--- src/rtl/layer_sequencer.sv ---
// layer_sequencer: steps one frame through the conv/pool/fc/judge layers, issuing start pulses and per-layer configuration.
module layer_sequencer #(
  parameter int ADDRESS_DATAWIDTH = 13,
  parameter int STATE_DATAWIDTH = 4,
  parameter int INPUT_SIZE = 80,
  parameter int TIMEOUT_CYCLES = 1048575
) (
  input  logic                         clk,
  input  logic                         reset,
  input  logic [ADDRESS_DATAWIDTH-1:0] address,
  input  logic                         conv_done,
  input  logic                         avg_done,
  input  logic                         fc_done,
  input  logic                         judge_done,
  input  logic                         abort,
  output logic [STATE_DATAWIDTH-1:0]   state,
  output logic                         conv_start,
  output logic                         avg_start,
  output logic                         fc_start,
  output logic                         judge_start,
  output logic [6:0]                   fmap_size,
  output logic [4:0]                   cin,
  output logic [4:0]                   cout,
  output logic [12:0]                  wbase,
  output logic                         busy,
  output logic                         frame_done,
  output logic                         timeout_err
);
  typedef enum logic [3:0] {
    IDLE, CONV1_1, CONV1_2, AVG_POOL1, CONV2_1, CONV2_2, AVG_POOL2,
    CONV3_1, CONV3_2, AVG_POOL3, FC, JUDGE
  } state_t;
  localparam int CW = $clog2(TIMEOUT_CYCLES + 1);
  localparam logic [ADDRESS_DATAWIDTH-1:0] LAST = ADDRESS_DATAWIDTH'(INPUT_SIZE * INPUT_SIZE - 1);
  localparam logic [CW-1:0] TMAX = CW'(TIMEOUT_CYCLES - 1);
  state_t state_q, state_d;
  logic armed_q, armed_d, frame_done_q, frame_done_d, timeout_err_q, timeout_err_d;
  logic [CW-1:0] cnt_q, cnt_d;
  logic [3:0] start_q, start_d;
  logic [29:0] cfg_q, cfg_d;
  logic is_avg, done_exp, tmo, entering;
  always_comb begin
    is_avg = state_q inside {AVG_POOL1, AVG_POOL2, AVG_POOL3};
    // the start-pulse cycle never accepts a done
    done_exp = (start_q == 4'd0) && (state_q == FC ? fc_done : state_q == JUDGE ? judge_done :
               is_avg ? avg_done : conv_done);
    tmo = cnt_q == TMAX;
    state_d = state_q;
    if (state_q == IDLE) state_d = (armed_q && address != LAST && !abort) ? CONV1_1 : IDLE;
    else if (abort) state_d = IDLE;
    else if (done_exp) state_d = state_q == JUDGE ? IDLE : state_t'(state_q + 4'd1);
    else if (tmo) state_d = IDLE;
    armed_d = state_q == IDLE && state_d == IDLE && !abort && (armed_q || address == LAST);
    frame_done_d = state_q == JUDGE && !abort && done_exp;
    timeout_err_d = timeout_err_q || (state_q != IDLE && !abort && !done_exp && tmo);
    entering = state_d != state_q && state_d != IDLE;
    cnt_d = (state_d != state_q || state_q == IDLE) ? '0 : cnt_q + 1'b1;
    start_d = !entering ? 4'b0000 : state_d == FC ? 4'b0010 : state_d == JUDGE ? 4'b0001 :
              state_d inside {AVG_POOL1, AVG_POOL2, AVG_POOL3} ? 4'b0100 : 4'b1000;
    case (state_d)
      CONV1_1:   cfg_d = {7'd80, 5'd1,  5'd4,  13'd0};
      CONV1_2:   cfg_d = {7'd80, 5'd4,  5'd4,  13'd36};
      AVG_POOL1: cfg_d = {7'd80, 5'd4,  5'd4,  13'd0};
      CONV2_1:   cfg_d = {7'd40, 5'd4,  5'd8,  13'd180};
      CONV2_2:   cfg_d = {7'd40, 5'd8,  5'd8,  13'd468};
      AVG_POOL2: cfg_d = {7'd40, 5'd8,  5'd8,  13'd0};
      CONV3_1:   cfg_d = {7'd20, 5'd8,  5'd16, 13'd1044};
      CONV3_2:   cfg_d = {7'd20, 5'd16, 5'd16, 13'd2196};
      AVG_POOL3: cfg_d = {7'd20, 5'd16, 5'd16, 13'd0};
      FC:        cfg_d = {7'd10, 5'd16, 5'd2,  13'd4500};
      JUDGE:     cfg_d = {7'd0,  5'd2,  5'd2,  13'd0};
      default:   cfg_d = '0;
    endcase
  end
  always_ff @(posedge clk or negedge reset) begin
    if (!reset) begin
      state_q <= IDLE;
      armed_q <= 1'b0;
      cnt_q <= '0;
      start_q <= '0;
      cfg_q <= '0;
      frame_done_q <= 1'b0;
      timeout_err_q <= 1'b0;
    end else begin
      state_q <= state_d;
      armed_q <= armed_d;
      cnt_q <= cnt_d;
      start_q <= start_d;
      cfg_q <= cfg_d;
      frame_done_q <= frame_done_d;
      timeout_err_q <= timeout_err_d;
    end
  end
  assign state = STATE_DATAWIDTH'(state_q);
  assign {conv_start, avg_start, fc_start, judge_start} = start_q;
  assign {fmap_size, cin, cout, wbase} = cfg_q;
  assign busy = state_q != IDLE;
  assign frame_done = frame_done_q;
  assign timeout_err = timeout_err_q;
endmodule

--- config.mk ---
export PLATFORM = sky130hd
export DESIGN_NAME = layer_sequencer
export DESIGN_NICKNAME = d
export VERILOG_FILES = /design/src/rtl/layer_sequencer.sv
export SDC_FILE = /design/constraint.sdc
export NUM_CORES = 1
export LEC_CHECK = 0
export ABC_AREA = 1
export CORE_MARGIN = 2
export CORE_UTILIZATION = 45
export DETAILED_ROUTE_END_ITERATION = 10
export GPL_TIMING_DRIVEN = 0
export MAX_ROUTING_LAYER = met4
export PLACE_DENSITY_LB_ADDON = 0.15
export SETUP_SLACK_MARGIN = 0.05
export SKIP_CTS_REPAIR_TIMING = 1
export SLEW_MARGIN = 20
export SYNTH_ARGS = -nofsm -noshare
export SYNTH_HDL_FRONTEND = slang
export SYNTH_SLANG_ARGS = --single-unit
export TNS_END_PERCENT = 30
--- constraint.sdc ---
create_clock -name clk -period 1.9 [get_ports clk]
set_input_delay 0.285 -clock clk [delete_from_list [all_inputs] [get_ports clk]]
set_output_delay 0.285 -clock clk [all_outputs]
set_load 0.03 [all_outputs]
==> flow.log, run 1 <==
[report] implementation figures
INFO  metric run_status = finished with violations
INFO  metric violated_checks = hold timing, setup timing
INFO  metric num-clock-buffers = 6
INFO  metric largestClassByArea = logic gates
INFO  metric worst_hold_slack = -0.0194 ns
INFO  metric timing.critical_path.from = state[0]$_DFF_PN0_
INFO  metric detailedRoute.firstIterationViolations = 71
INFO  metric global_route.usage.total = 18.7%
INFO  metric number_of_non_clock_buffers = between 70 and 80
INFO  metric detail_route.vias_per_cell = 4.75
INFO  metric final_min_period_over_clock_period = 121%
INFO  metric post_synth_main_logic_family = simple AND/OR/NAND/NOR gates
INFO  metric regToRegSetupSlack = -0.40 ns
INFO  metric core.rowCount = 28
INFO  metric max-cap-violations = 0
INFO  metric synth.top_cell.area_share = 47.3%
INFO  metric count_of_endpoints_failing_hold_in_the_final_timing_report = 11
INFO  metric worst_r2r_start = state[0]$_DFF_PN0_
INFO  metric area_growth = 35.2%
INFO  metric power.group.top = sequential cells
INFO  metric grt_setup_unrepaired = true
INFO  metric fraction_of_power_consumed_by_the_clock_network = between 20% and 30%
INFO  metric path_buffers = 2
INFO  metric grt_overflow_total = 0
INFO  metric grt_use_met1 = 23.1%
INFO  metric drt-total-wl = 5610 µm
INFO  metric edf_count = 0
INFO  metric cts_root_buffer = sky130_fd_sc_hd__clkbuf_8
INFO  metric asyncSetResetFlopFracSynth = 100%
INFO  metric seq_share = 35.1%
INFO  metric final_cell_mix = sky130_fd_sc_hd__nand2_1, sky130_fd_sc_hd__clkdlybuf4s50_1, sky130_fd_sc_hd__dfrtp_1
INFO  metric top_layer_used = met4
INFO  metric detail_route.drc_violations = 0
INFO  metric dieHeight = 81.5 µm
INFO  metric fin_crit = 2.30 ns
INFO  metric syn_avg_cell_area = 9.00 µm²
INFO  metric route.met3.wl = between 150 and 200 µm
INFO  metric setup_viol = 45
INFO  metric logic_gate_count = 202
INFO  metric cell_class_contributing_the_biggest_share_of_worst_path_delay = simple AND/OR/NAND/NOR gates
INFO  metric worstPathRequired = between 2 and 2.5 ns
INFO  metric synth_warnings = 0
INFO  metric filler_cell_count = 504
INFO  metric yosys.stat.chipArea = 2700 µm²
INFO  metric fin_ws = -0.404 ns
INFO  metric critPathMaxStageDelay = roughly 0.50 ns
INFO  metric synthMostInstantiatedCell = sky130_fd_sc_hd__nand2_1
INFO  metric flop_area = 1280 µm²
INFO  metric met3_usage = 3.41%
INFO  metric synth-cells-yosys = approximately 300
INFO  metric critical_path_class = reg -> reg
INFO  metric fmax_achieved = 434 MHz
INFO  metric max-vdd-ir-drop = ~0.6 mV
INFO  metric critPathMaxFanout = 10
INFO  metric seq_cell_power = about 1.2 mW
INFO  metric largest_area_cell = sky130_fd_sc_hd__dfrtp_1
INFO  metric antenna_violating_nets_post_route = 0
INFO  metric layout.area.comb = 1290 µm²
INFO  metric synth_area = 2700 µm²
INFO  metric stdcell_area = 3650 µm²
-- run 1: stage by stage --
step | hold WS (ns) | TNS (ns) | util [%] | std cells
CTS | 0.0216 | -15.75 | 60.0 | 442
global placement | 0.483 | -60.78 | 58.1 | 434
global route | 0.0571 | -22.52 | 62.4 | 452
detailed placement | 0.351 | -14.62 | 58.0 | 434
floorplan | -0.0106 | -8.16 | - | 305
finish | -0.0194 | -13.96 | 62.4 | 452
-- run 1: state kept, by name (all words and copies together), names as in the netlist --
register	flops
cfg_q	20
cnt_q	20
start_q	4
state	4
armed_q	1
frame_done	1
timeout_err	1
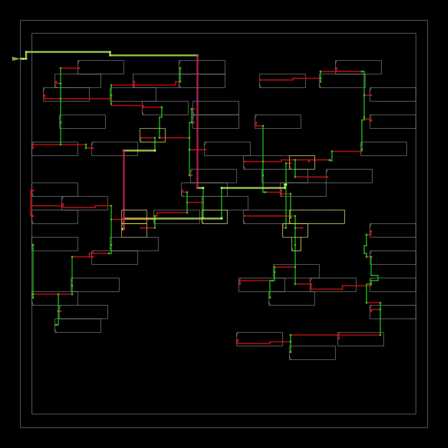
run_1/clock_nets.png
Clock Latency Late Sink: 0.30 ns
count of clock tree sinks: 51
count of sequential standard cells: 51
Clk. pwr: 0.780 mW

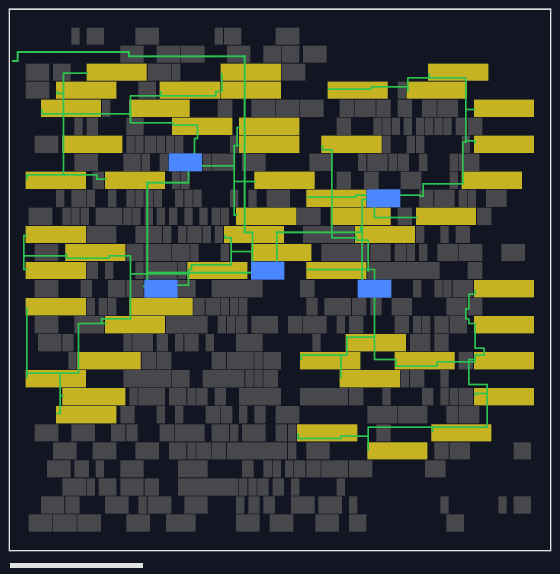
run_1/clock_wires.png
Bar = 20 µm.
- clock wires: green (length 600 µm)
- clock-net drivers: blue (count 5)
- flip-flops: yellow (count 51)
- routed clock nets: 6

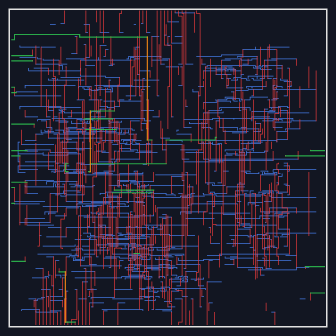
run_1/layers.png
- M4: orange (wire length 55.1 µm)
- M2: red (wire length 2920 µm)
- M1: blue (wire length 2460 µm)
- M3: green (wire length 177 µm)

--- run 2 (diff from run 1) ---
Settings changed: TNS_END_PERCENT 30 to default.
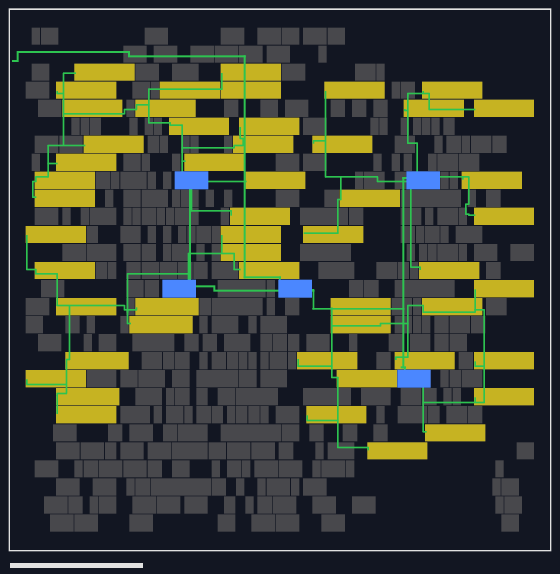
run_2/clock_wires.png
Bar = 20 µm.
- flip-flops: yellow (count 51)
- clock wires: green (length 585 µm)
- clock-net drivers: blue (count 5)
- routed clock nets: 6

==> flow.log, run 2 <==
[report] implementation figures
INFO  metric powerDensity = 785 nW/µm²
INFO  metric synth.top_cell.area_share = between 40 and 50%
INFO  metric stdcell_area = 3820 µm²
INFO  metric drt-total-wl = around 6000 µm
INFO  metric detail_route.vias_per_cell = around 4.8
INFO  metric worst_r2r_start = state[0]$_DFF_PN0_
INFO  metric timing.critical_path.from = state[0]$_DFF_PN0_
INFO  metric clock.latency.late_pin = slightly above 0.3 ns
INFO  metric core.rowCount = 28
INFO  metric worst_hold_slack = -0.0226 ns
INFO  metric critPathMaxStageDelay = 0.49 ns
INFO  metric path_buffers = 4
INFO  metric grt_pass1_wl = 9190 µm
INFO  metric grt_setup_unrepaired = true
INFO  metric filler_cell_count = between 400 and 500
INFO  metric cts_root_buffer = sky130_fd_sc_hd__clkbuf_8
INFO  metric pg_clk = 0.638 mW
INFO  metric detail_route.drc_violations = 0
INFO  metric synth-cells-yosys = 300
INFO  metric grt_overflow_total = 0
INFO  metric count_of_endpoints_failing_hold_in_the_final_timing_report = 42
INFO  metric cts_sinks = 51
INFO  metric yosys.stat.chipArea = 2700 µm²
INFO  metric run_status = finished with violations
INFO  metric cellLeakagePower = roughly 1.7 nW
INFO  metric setup_viol = 45
INFO  metric power.group.top = sequential cells
INFO  metric ys_ff = 51
INFO  metric fin_util = 65.3%
INFO  metric global_route.usage.total = 18.5%
INFO  metric fin_setup_tns = -14.97 ns
INFO  metric regToRegSetupSlack = -0.45 ns
INFO  metric worstPathRequired = 2.15 ns
INFO  metric cell_class_contributing_the_biggest_share_of_worst_path_delay = simple AND/OR/NAND/NOR gates
INFO  metric place.detailed.instances = around 430
INFO  metric syn_avg_cell_area = 9.00 µm²
INFO  metric antenna_violating_nets_post_route = 0
INFO  metric violated_checks = hold timing, setup timing
INFO  metric dieHeight = just over 80 µm
INFO  metric fraction_of_power_consumed_by_the_clock_network = a little over a fifth
INFO  metric fmax_achieved = 426 MHz
INFO  metric asyncSetResetFlopFracSynth = 100%
INFO  metric detailedRoute.firstIterationViolations = roughly 53
INFO  metric fin_ws = -0.446 ns
INFO  metric synth_area = 2700 µm²
INFO  metric layout_top_registers = cfg_q x20, cnt_q x20
INFO  metric synthMostInstantiatedCell = sky130_fd_sc_hd__nand2_1
INFO  metric fin_crit = 2.35 ns
INFO  metric critical_path_class = reg -> reg
INFO  metric final_cell_mix = sky130_fd_sc_hd__clkdlybuf4s50_1, sky130_fd_sc_hd__dfrtp_1, sky130_fd_sc_hd__nand2_1
INFO  metric critPathMaxFanout = 7
run 2: logic make-up (layout without fill, tap and decap cells):
logic type                 Yosys count  after routing
other                                1              6
AOI/OAI and AO/OA                   13             13
and+or+nand+nor                    159            159
DFF                                 51             51
xor gates and xnor gates            16             16
adders and majority gates            8              8
buffers and inverters               52            132
run 2: layout make-up:
type	instances	area, µm²	share of cell area, %
clock buffer	5	68.8	1.80
buffer	12	110	2.88
inverter	40	158	4.13
multi-input combinational	202	1370	35.7
timing repair buffer	72	718	18.8
sequential	51	1280	33.6
clock inverter	3	23.8	0.623
tap	75	93.8	2.46
run 2: routing by layer:
layer	vias to the layer above	share of wire [%]	track usage, %
met4	0	1.3	6.61
met1	1054	44	22.2
met5	-	0	-
met3	7	3.0	3.30
met2	37	52	31.5
li1	1101	-	-
--- run 3 (diff from run 2) ---
Settings changed: CORE_MARGIN 2 to 1.5.
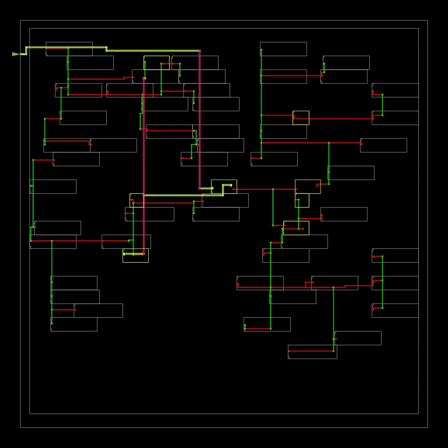
run_3/clock_nets.png
number of CTS-inserted buffers: 5
Clock Latency Late Sink: 0.31 ns
maximum clock skew at final layout: 0.00794 ns
Clk. pwr: 0.637 mW

==> flow.log, run 3 <==
[report] implementation figures
INFO  metric max-vdd-ir-drop = 0.566 mV
INFO  metric met3_usage = under 10%
INFO  metric critPathMaxStageDelay = 0.49 ns
INFO  metric die_x = 80.5 µm
INFO  metric number_of_non_clock_buffers = ~90
INFO  metric stdcell_area = 3970 µm²
INFO  metric cts_sinks = 51
INFO  metric ys_ff = a little over 50
INFO  metric top_layer_used = met4
INFO  metric flop_area = 1280 µm²
INFO  metric drt-total-wl = between 5000 and 6000 µm
INFO  metric gr-usage-met2 = between 30% and 40%
INFO  metric path_buffers = 4
INFO  metric wl_met1 = ~2600 µm
INFO  metric cts_root_buffer = sky130_fd_sc_hd__clkbuf_8
INFO  metric lay_top_count = sky130_fd_sc_hd__clkdlybuf4s50_1
INFO  metric cts_tree = built
INFO  metric max-cap-violations = 0
INFO  metric place.detailed.instances = 435
INFO  metric numSequentialCells = 51
INFO  metric fin_crit = 2.33 ns
INFO  metric grt_pass1_wl = 9100 µm
INFO  metric fraction_of_power_consumed_by_the_clock_network = about 21%
INFO  metric num-clock-buffers = 5
INFO  metric clock_tree_area_fraction = 2.33%
INFO  metric cellLeakagePower = approximately 1.8 nW
INFO  metric nonClkBufAreaFrac = between 20 and 25%
INFO  metric critPathMaxFanout = 6
INFO  metric setup_viol = 45
INFO  metric powerDensity = 774 nW/µm²
INFO  metric fmax_achieved = 429 MHz
INFO  metric power.group.top = sequential cells
INFO  metric seq_cell_power = roughly 1.2 mW
INFO  metric final_min_period_over_clock_period = 123%
INFO  metric post_layout_nonfiller_instances = 466
INFO  metric cell_class_contributing_the_biggest_share_of_worst_path_delay = simple AND/OR/NAND/NOR gates
INFO  metric post_synth_main_logic_family = simple AND/OR/NAND/NOR gates
INFO  metric synth_area = ~2700 µm²
INFO  metric fin_setup_tns = -13.60 ns
INFO  metric syn_avg_cell_area = 9.00 µm²
INFO  metric detail_route.drc_violations = 0
INFO  metric critical_path_class = reg -> reg
INFO  metric tap-cell-count = 75
INFO  metric detail_route.vias_per_cell = 4.67
INFO  metric grt_overflow_total = 0
INFO  metric antenna_violating_nets_post_route = 0
INFO  metric worstPathRequired = around 2.2 ns
INFO  metric inverters_excl_clock = 40
INFO  metric grt_use_met1 = 22.5%
INFO  metric grt_antenna_before_repair = 0
INFO  metric largestClassByArea = logic gates
INFO  metric layout_top_registers = cfg_q x20, cnt_q x20
INFO  metric worst_hold_slack = roughly 0.44 ns
INFO  metric global_route.usage.total = 18.8%
INFO  metric dieHeight = around 80 µm
INFO  metric count_of_endpoints_failing_hold_in_the_final_timing_report = 0
INFO  metric violated_checks = setup timing
INFO  metric seq_share = 32.3%
INFO  metric area_growth = 46.9%
INFO  metric final_cell_mix = sky130_fd_sc_hd__clkdlybuf4s50_1, sky130_fd_sc_hd__dfrtp_1, sky130_fd_sc_hd__nand2_1
INFO  metric fin_util = 67.8%
INFO  metric synth.top_cell.area_share = 47.3%
INFO  metric yosys.stat.chipArea = between 2000 and 3000 µm²
INFO  metric layout.area.comb = 1460 µm²
INFO  metric number_of_distinct_library_cell_variants_in_the_gate_level_netlist_after_synthesis = 35
INFO  metric logic_gate_count = 202
INFO  metric asyncSetResetFlopFracSynth = 100%
INFO  metric run_status = finished with violations
INFO  metric largest_area_cell = sky130_fd_sc_hd__dfrtp_1
INFO  metric grt.busiest_layer = met2
INFO  metric edf_count = 0
INFO  metric post_synth_mux_area_share = 0%
INFO  metric synth-cells-yosys = 300
INFO  metric comb_area_share = 36.7%
INFO  metric fin_ws = -0.430 ns
INFO  metric synth_warnings = 0
INFO  metric core.rowCount = 28
INFO  metric grt_setup_unrepaired = true
-- run 3: cell count changes in the layout (fill, tap and decap cells not counted), sizes merged --
cell / change
clkdlybuf4s50: -1
dlygate4sd3: +1
clkbuf: +1
buf: +5
-- run 3: path summary, 6_finish.rpt --
check,start,endpoint,slack [ns]
max,state[0]$_DFF_PN0_,cnt_q[16]$_DFF_PN0_,-0.43
max reg2reg,state[0]$_DFF_PN0_,cnt_q[16]$_DFF_PN0_,-0.43
min in group clk,cnt_q[0]$_DFF_PN0_,cnt_q[0]$_DFF_PN0_,0.49
min,reset,cnt_q[2]$_DFF_PN0_,0.44
min reg2reg,cnt_q[0]$_DFF_PN0_,cnt_q[0]$_DFF_PN0_,0.49
max in group asynchronous,reset,state[3]$_DFF_PN0_,0.91
Power is estimated from default activity; no workload was simulated.
